===== src/rtl/tail_light_pwm_dimmer_pkg.sv =====
// Shared constants and helpers for the tail-light PWM dimmer.
// Latency: none (compile-time constants only).
// Backpressure: none.
package tail_light_pkg;

  // Default channel count and PWM resolution.
  localparam int NUM_CH_DEFAULT       = 6;
  localparam int PWM_BITS_DEFAULT     = 4;
  localparam int RAMP_PERIODS_DEFAULT = 2;

  // Lamp positions in the default 6-channel bit order.
  localparam int CH_LC = 5;
  localparam int CH_LB = 4;
  localparam int CH_LA = 3;
  localparam int CH_RA = 2;
  localparam int CH_RB = 1;
  localparam int CH_RC = 0;

  // Full-scale brightness (and PWM period in cycles) for a given counter width.
  function automatic int pwm_max(input int bits);
    return (1 << bits) - 1;
  endfunction

endpackage


===== src/rtl/tail_light_pwm_dimmer_if.sv =====
// Lamp control bundle: running-light controls in, PWM lamp drive and period strobe out.
// Latency: wires only.
// Backpressure: none; the dimmer always accepts its inputs.
interface tail_light_pwm_dimmer_if
  import tail_light_pkg::*;
#(
  parameter int NUM_CH   = NUM_CH_DEFAULT,
  parameter int PWM_BITS = PWM_BITS_DEFAULT
) ();

  logic                lights;
  logic [NUM_CH-1:0]   on_req;
  logic [PWM_BITS-1:0] dim_level;
  logic [NUM_CH-1:0]   lamp_out;
  logic                pwm_wrap;

  // The sequencer/controller side.
  modport master (
    output lights,
    output on_req,
    output dim_level,
    input  lamp_out,
    input  pwm_wrap
  );

  // The dimmer side.
  modport slave (
    input  lights,
    input  on_req,
    input  dim_level,
    output lamp_out,
    output pwm_wrap
  );

endinterface


===== src/rtl/tail_light_pwm_dimmer_channel.sv =====
// One lamp channel: target select, level register (optionally ramped), PWM comparator.
// Latency: level changes on the update strobe; lamp reflects it one cycle later.
// Backpressure: none. Build option TAIL_LIGHT_FADE_EN makes the level step by one per update.
module tail_light_pwm_channel
  import tail_light_pkg::*;
#(
  parameter int PWM_BITS = PWM_BITS_DEFAULT
) (
  input  logic                dimclk,
  input  logic                reset,
  input  logic                i_upd,
  input  logic                i_on_req,
  input  logic                i_lights,
  input  logic [PWM_BITS-1:0] i_dim_level,
  input  logic [PWM_BITS-1:0] i_cnt,
  output logic                o_lamp
);

  localparam logic [PWM_BITS-1:0] MAX = PWM_BITS'(pwm_max(PWM_BITS));

  logic [PWM_BITS-1:0] w_target;
  logic [PWM_BITS-1:0] r_level;
  logic                r_lamp;

  // Brightness wanted right now: a full-on request beats the running light.
  always_comb begin
    w_target = '0;
    if (i_on_req) begin
      w_target = MAX;
    end else if (i_lights) begin
      w_target = i_dim_level;
    end
  end

  // Level only moves on the update strobe so every PWM period is uniform.
  always_ff @(posedge dimclk) begin
    if (reset) begin
      r_level <= '0;
    end else if (i_upd) begin
`ifdef TAIL_LIGHT_FADE_EN
      if (r_level < w_target) begin
        r_level <= r_level + PWM_BITS'(1);
      end else if (r_level > w_target) begin
        r_level <= r_level - PWM_BITS'(1);
      end
`else
      r_level <= w_target;
`endif
    end
  end

  // Counter tops out at MAX-1, so level MAX is solid on and level 0 solid off.
  always_ff @(posedge dimclk) begin
    if (reset) begin
      r_lamp <= 1'b0;
    end else begin
      r_lamp <= (i_cnt < r_level);
    end
  end

  assign o_lamp = r_lamp;

endmodule


===== src/rtl/tail_light_pwm_dimmer.sv =====
// NUM_CH-lamp PWM tail-light dimmer; optional level fade with build macro TAIL_LIGHT_FADE_EN.
// Latency: inputs sampled at the period wrap; lamp follows one cycle after pwm_wrap (worst MAX+1).
// Backpressure: none; inputs are free-running levels, not transactions.
module tail_light_pwm_dimmer
  import tail_light_pkg::*;
#(
  parameter int NUM_CH       = NUM_CH_DEFAULT,
  parameter int PWM_BITS     = PWM_BITS_DEFAULT,
  parameter int RAMP_PERIODS = RAMP_PERIODS_DEFAULT
) (
  input  logic                     dimclk,
  input  logic                     reset,
  tail_light_pwm_dimmer_if.slave   bus
);

  localparam logic [PWM_BITS-1:0] MAX      = PWM_BITS'(pwm_max(PWM_BITS));
  localparam logic [PWM_BITS-1:0] CNT_LAST = MAX - PWM_BITS'(1);

  // A ramp of zero periods would never update the levels.
  if (RAMP_PERIODS < 1) begin : g_bad_ramp
    $error("RAMP_PERIODS must be at least 1");
  end

  logic [PWM_BITS-1:0] r_cnt;
  logic                r_pwm_wrap;
  logic                w_wrap_evt;
  logic                w_upd;
  logic [NUM_CH-1:0]   w_lamp;

  assign w_wrap_evt = (r_cnt == CNT_LAST);

  // Period counter 0..MAX-1 plus the wrap strobe that marks cnt==0.
  always_ff @(posedge dimclk) begin
    if (reset) begin
      r_cnt      <= '0;
      r_pwm_wrap <= 1'b0;
    end else begin
      r_pwm_wrap <= w_wrap_evt;
      r_cnt      <= w_wrap_evt ? '0 : r_cnt + PWM_BITS'(1);
    end
  end

`ifdef TAIL_LIGHT_FADE_EN
  localparam int PS_W = (RAMP_PERIODS > 1) ? $clog2(RAMP_PERIODS) : 1;
  localparam logic [PS_W-1:0] PS_LAST = PS_W'(RAMP_PERIODS - 1);

  logic [PS_W-1:0] r_presc;

  // Counts wraps so levels step once every RAMP_PERIODS periods.
  always_ff @(posedge dimclk) begin
    if (reset) begin
      r_presc <= '0;
    end else if (w_wrap_evt) begin
      r_presc <= (r_presc == PS_LAST) ? '0 : r_presc + PS_W'(1);
    end
  end

  assign w_upd = w_wrap_evt && (r_presc == PS_LAST);
`else
  assign w_upd = w_wrap_evt;
`endif

  for (genvar gi = 0; gi < NUM_CH; gi++) begin : g_ch
    tail_light_pwm_channel #(
      .PWM_BITS (PWM_BITS)
    ) u_ch (
      .dimclk      (dimclk),
      .reset       (reset),
      .i_upd       (w_upd),
      .i_on_req    (bus.on_req[gi]),
      .i_lights    (bus.lights),
      .i_dim_level (bus.dim_level),
      .i_cnt       (r_cnt),
      .o_lamp      (w_lamp[gi])
    );
  end

  assign bus.lamp_out = w_lamp;
  assign bus.pwm_wrap = r_pwm_wrap;

endmodule


===== src/flat_wrapper.sv =====
// flat-port wrapper written by rule: the top's interface ports become plain ports
module tail_light_pwm_dimmer_flat import tail_light_pkg::*;
#(
  parameter int NUM_CH       = NUM_CH_DEFAULT,
  parameter int PWM_BITS     = PWM_BITS_DEFAULT,
  parameter int RAMP_PERIODS = RAMP_PERIODS_DEFAULT
)
  (dimclk, reset, bus_lights, bus_on_req, bus_dim_level, bus_lamp_out, bus_pwm_wrap);
  tail_light_pwm_dimmer_if #(.NUM_CH(NUM_CH), .PWM_BITS(PWM_BITS)) bus_i ();
  input  logic dimclk;
  input  logic reset;
  input wire logic [$bits(bus_i.lights)-1:0] bus_lights;
  input wire logic [$bits(bus_i.on_req)-1:0] bus_on_req;
  input wire logic [$bits(bus_i.dim_level)-1:0] bus_dim_level;
  output wire logic [$bits(bus_i.lamp_out)-1:0] bus_lamp_out;
  output wire logic [$bits(bus_i.pwm_wrap)-1:0] bus_pwm_wrap;
  assign bus_i.lights = bus_lights;
  assign bus_i.on_req = bus_on_req;
  assign bus_i.dim_level = bus_dim_level;
  assign bus_lamp_out = bus_i.lamp_out;
  assign bus_pwm_wrap = bus_i.pwm_wrap;
  tail_light_pwm_dimmer #(.NUM_CH(NUM_CH), .PWM_BITS(PWM_BITS), .RAMP_PERIODS(RAMP_PERIODS)) u_core (.dimclk(dimclk), .reset(reset), .bus(bus_i));
endmodule

===== config.mk =====
export PLATFORM = sky130hd
export DESIGN_NAME = tail_light_pwm_dimmer_flat
export DESIGN_NICKNAME = d
export VERILOG_FILES = /design/src/rtl/tail_light_pwm_dimmer_pkg.sv /design/src/rtl/tail_light_pwm_dimmer_if.sv /design/src/rtl/tail_light_pwm_dimmer_channel.sv /design/src/rtl/tail_light_pwm_dimmer.sv /design/src/flat_wrapper.sv
export SDC_FILE = /design/constraint.sdc
export NUM_CORES = 1
export LEC_CHECK = 0
export ABC_AREA = 1
export CAP_MARGIN = 30
export CORE_UTILIZATION = 25
export CTS_CLUSTER_SIZE = 10
export DETAILED_ROUTE_END_ITERATION = 16
export GPL_TIMING_DRIVEN = 0
export SLEW_MARGIN = 15
export SYNTH_ARGS = -nofsm -noshare
export SYNTH_HDL_FRONTEND = slang
export SYNTH_HIERARCHICAL = 1
export SYNTH_SLANG_ARGS = --single-unit
export TNS_END_PERCENT = 5

===== constraint.sdc =====
create_clock -name dimclk -period 2.85 [get_ports dimclk]
set_input_delay 0.57 -clock dimclk [delete_from_list [all_inputs] [get_ports dimclk]]
set_output_delay 0.57 -clock dimclk [all_outputs]
set_load 0.05 [all_outputs]

**Cells coloured by class**

Drawn at 6 px/µm.
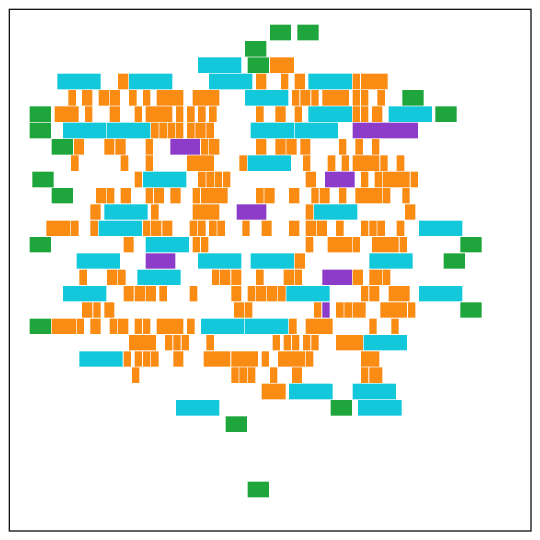
- cyan: registers (cells 35; share of their area 34%)
- purple: clock drivers and dummy loads (cells 7; share of their area 4.9%)
- green: remaining buffers and delay cells (cells 19; share of their area 9.1%)
- orange: remaining logic cells (cells 209; share of their area 52%)

==> flow_summary.toml <==
# physical design summary
[floorplan]
std_cell_rows = 30
nWellTaps = 96
die_h_um = 86.7
coreArea_um2 = 6870
ios = 20
floorplan.core_util_pct = 26.1
dieArea_um2 = 7520

[grt]
top_usage_layer = "met2"
grt_max_degree = 31
grtUsageMet1_pct = 14.1
grt_overflow = 0
met2_usage_pct = 18.3
grt_usage_pct = 11.1
antenna_found_initial = 0
use_met3_pct = 2.95
grt_pass1_vias = 1426
grt_pass1_wl_um = 6490

[finish]
nFillCells = 754
fin_util_pct = 32.1
clk_share_pct = 4.65
clock_buffers = 6
regMostFlops = "u_core/g_ch.u_ch/r_level"
area_growth_pct = 23.0
inverters = 52
drive_gt1_share_pct = 5.56
largestClassByArea = "multi-input combinational cells"
n_antenna_cell = 0
sh_seq_area_pct = 31.7
layout.nets = 303
sh_comb_area_pct = 40.7
ff_count = 35
n_all_buffers = 19
ff_latch_area_um2 = 701
final_cell_mix = "nand2_1 (61), inv_1 (52), dfxtp_1 (35), a21oi_1 (31), o21ai_0 (24)"
finalNonFillerCells = 366
stdcell_area_um2 = 2210
largest_reg_flops = 24
buf_share_pct = 8.62

[critical_path]
cp_slowest_stage_delay_ps = 600
cp_num_buf_inv = 2
crit_path_frequent_cell = "inv_1"
cp_max_fo = 30
cp-start-kind = "register"
crit_required_ps = 3010
cp-end-kind = "register"
rr_endpoint = "u_core/g_ch[1].u_ch/r_level[3]"
worst-path-stages = 6
crit_path_end = "u_core/g_ch[1].u_ch/r_level[3]"
crit_chain = "ha_1, nand3_2, inv_1, inv_1, nor2_4, a21oi_1"
reg2reg_slack_ps = 750
worst-setup-path-type = "reg -> reg"
critPathSlowestCell = "dfxtp_1"
r2r_cells = 6
crit_start = "u_core/r_cnt[1]"
cp_data_arrival_time_ps = 2260

[clock_network]
holdBufCountCts = 0
clk_path_buf_depth = 2
post_cts_buffers = 0
cts_tree = "built"
clk_pin_slew_ps = 70
numClockSinks = 35
ctsResizeCount = 0
cts_buffers = 5
clk_latency_ps = 280

[synthesis]
simple_gate_area_share_pct = 20.3
netlist_logic_family_top = "simple AND/OR/NAND/NOR gates"
postSynth.asyncResetShare_pct = 0
synth_nets = 277
flop_cell = "dfxtp_1"
synth-adder-area-share_pct = 13.9
top_cell_area_share_pct = 39.1
synthAoiAreaFrac_pct = 15.3
ys_area_um2 = 1790
synth-edff-count = 0
yosys_warnings = 6
most_common_cell = "nand2_1"
synthCells = 244
synthesis.area_um2 = 1790
syn_area_per_cell_um2 = 7.35
ys_sh_mux_pct = 0
yosys.area.top_type = "dfxtp_1"
synthTopCellsByArea = "dfxtp_1 (39%), ha_1 (14%), nand2_1 (13%), inv_1 (11%), a21oi_1 (8.6%)"
netlist-cell-type-count = 14
ys.flops = 35
postSynthSeqShare_pct = 39.1
top_cells_by_count = "nand2_1 (61), inv_1 (52), dfxtp_1 (35)"
yosysCellCount = 244

[placed_design]
hpwl_um = 2580
dp_slack_ps = 763
place.gp.congestion = 0.752
dp.cells = 359
io_buffers = 19

[power]
p_sw_w = 0.000270
seq_power_w = 0.000516
ir_worst_vdd_uv = 212
switching_share_pct = 24.9
p_comb_share_pct = 13.0
pg_clk_w = 0.000427
pwr-share-seq_pct = 47.6
internal-power_w = 0.000813
comb-power_w = 0.000141
cellLeakagePower_nw = 0.938
top_power_group = "registers"
power_density_nw_per_um2 = 491

[route]
dr.pass1.iters = 4
top_layer_used = "met4"
met1_length_um = 1850
drt_iter0_drc = 100
wl_met3_um = 157
drc = 0
via_per_inst = 4.19
wl_per_cell_um = 10.4

[sta]
worst_pin_slew_ps = 865
tns_ps = 0
relSlewSlack_pct = 42.2
period_needed_ps = 2100
rsz0062_at_grt = "false"
hold_viol_final = 0
fmax_ghz = 0.477
finalSetupViolCount = 0
final.setup.worst_slack_ps = 752
worst_hold_slack_ps = 531
fin_crit_sh_pct = 73.6
slew_viol_final = 0

[hold_path]
min-delay-start = "u_core/g_ch[4].u_ch/r_level[0]"
worstHoldEndpoint = "u_core/g_ch[4].u_ch/r_level[0]"
hold-path-cell-count = 2
hp-class = "reg -> reg"

[run]
tool_warnings = 27
drv_cap = 0

[outcome]
status = "completed"
**Signal metal coverage by tile**

Drawn at 4 px/µm. 17 x 17 tiles, from dark purple (low) to yellow (high), scaled to the fullest tile. Values are wire area over tile area, all layers added.
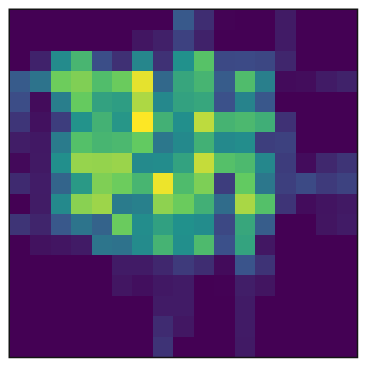
- fullest tile: 0.34
- tiles over half the peak: 21%
- mean over tiles: 0.079
- emptiest ninth of the die: lower left

No activity file was given, so power comes from the tool's default toggle rates.
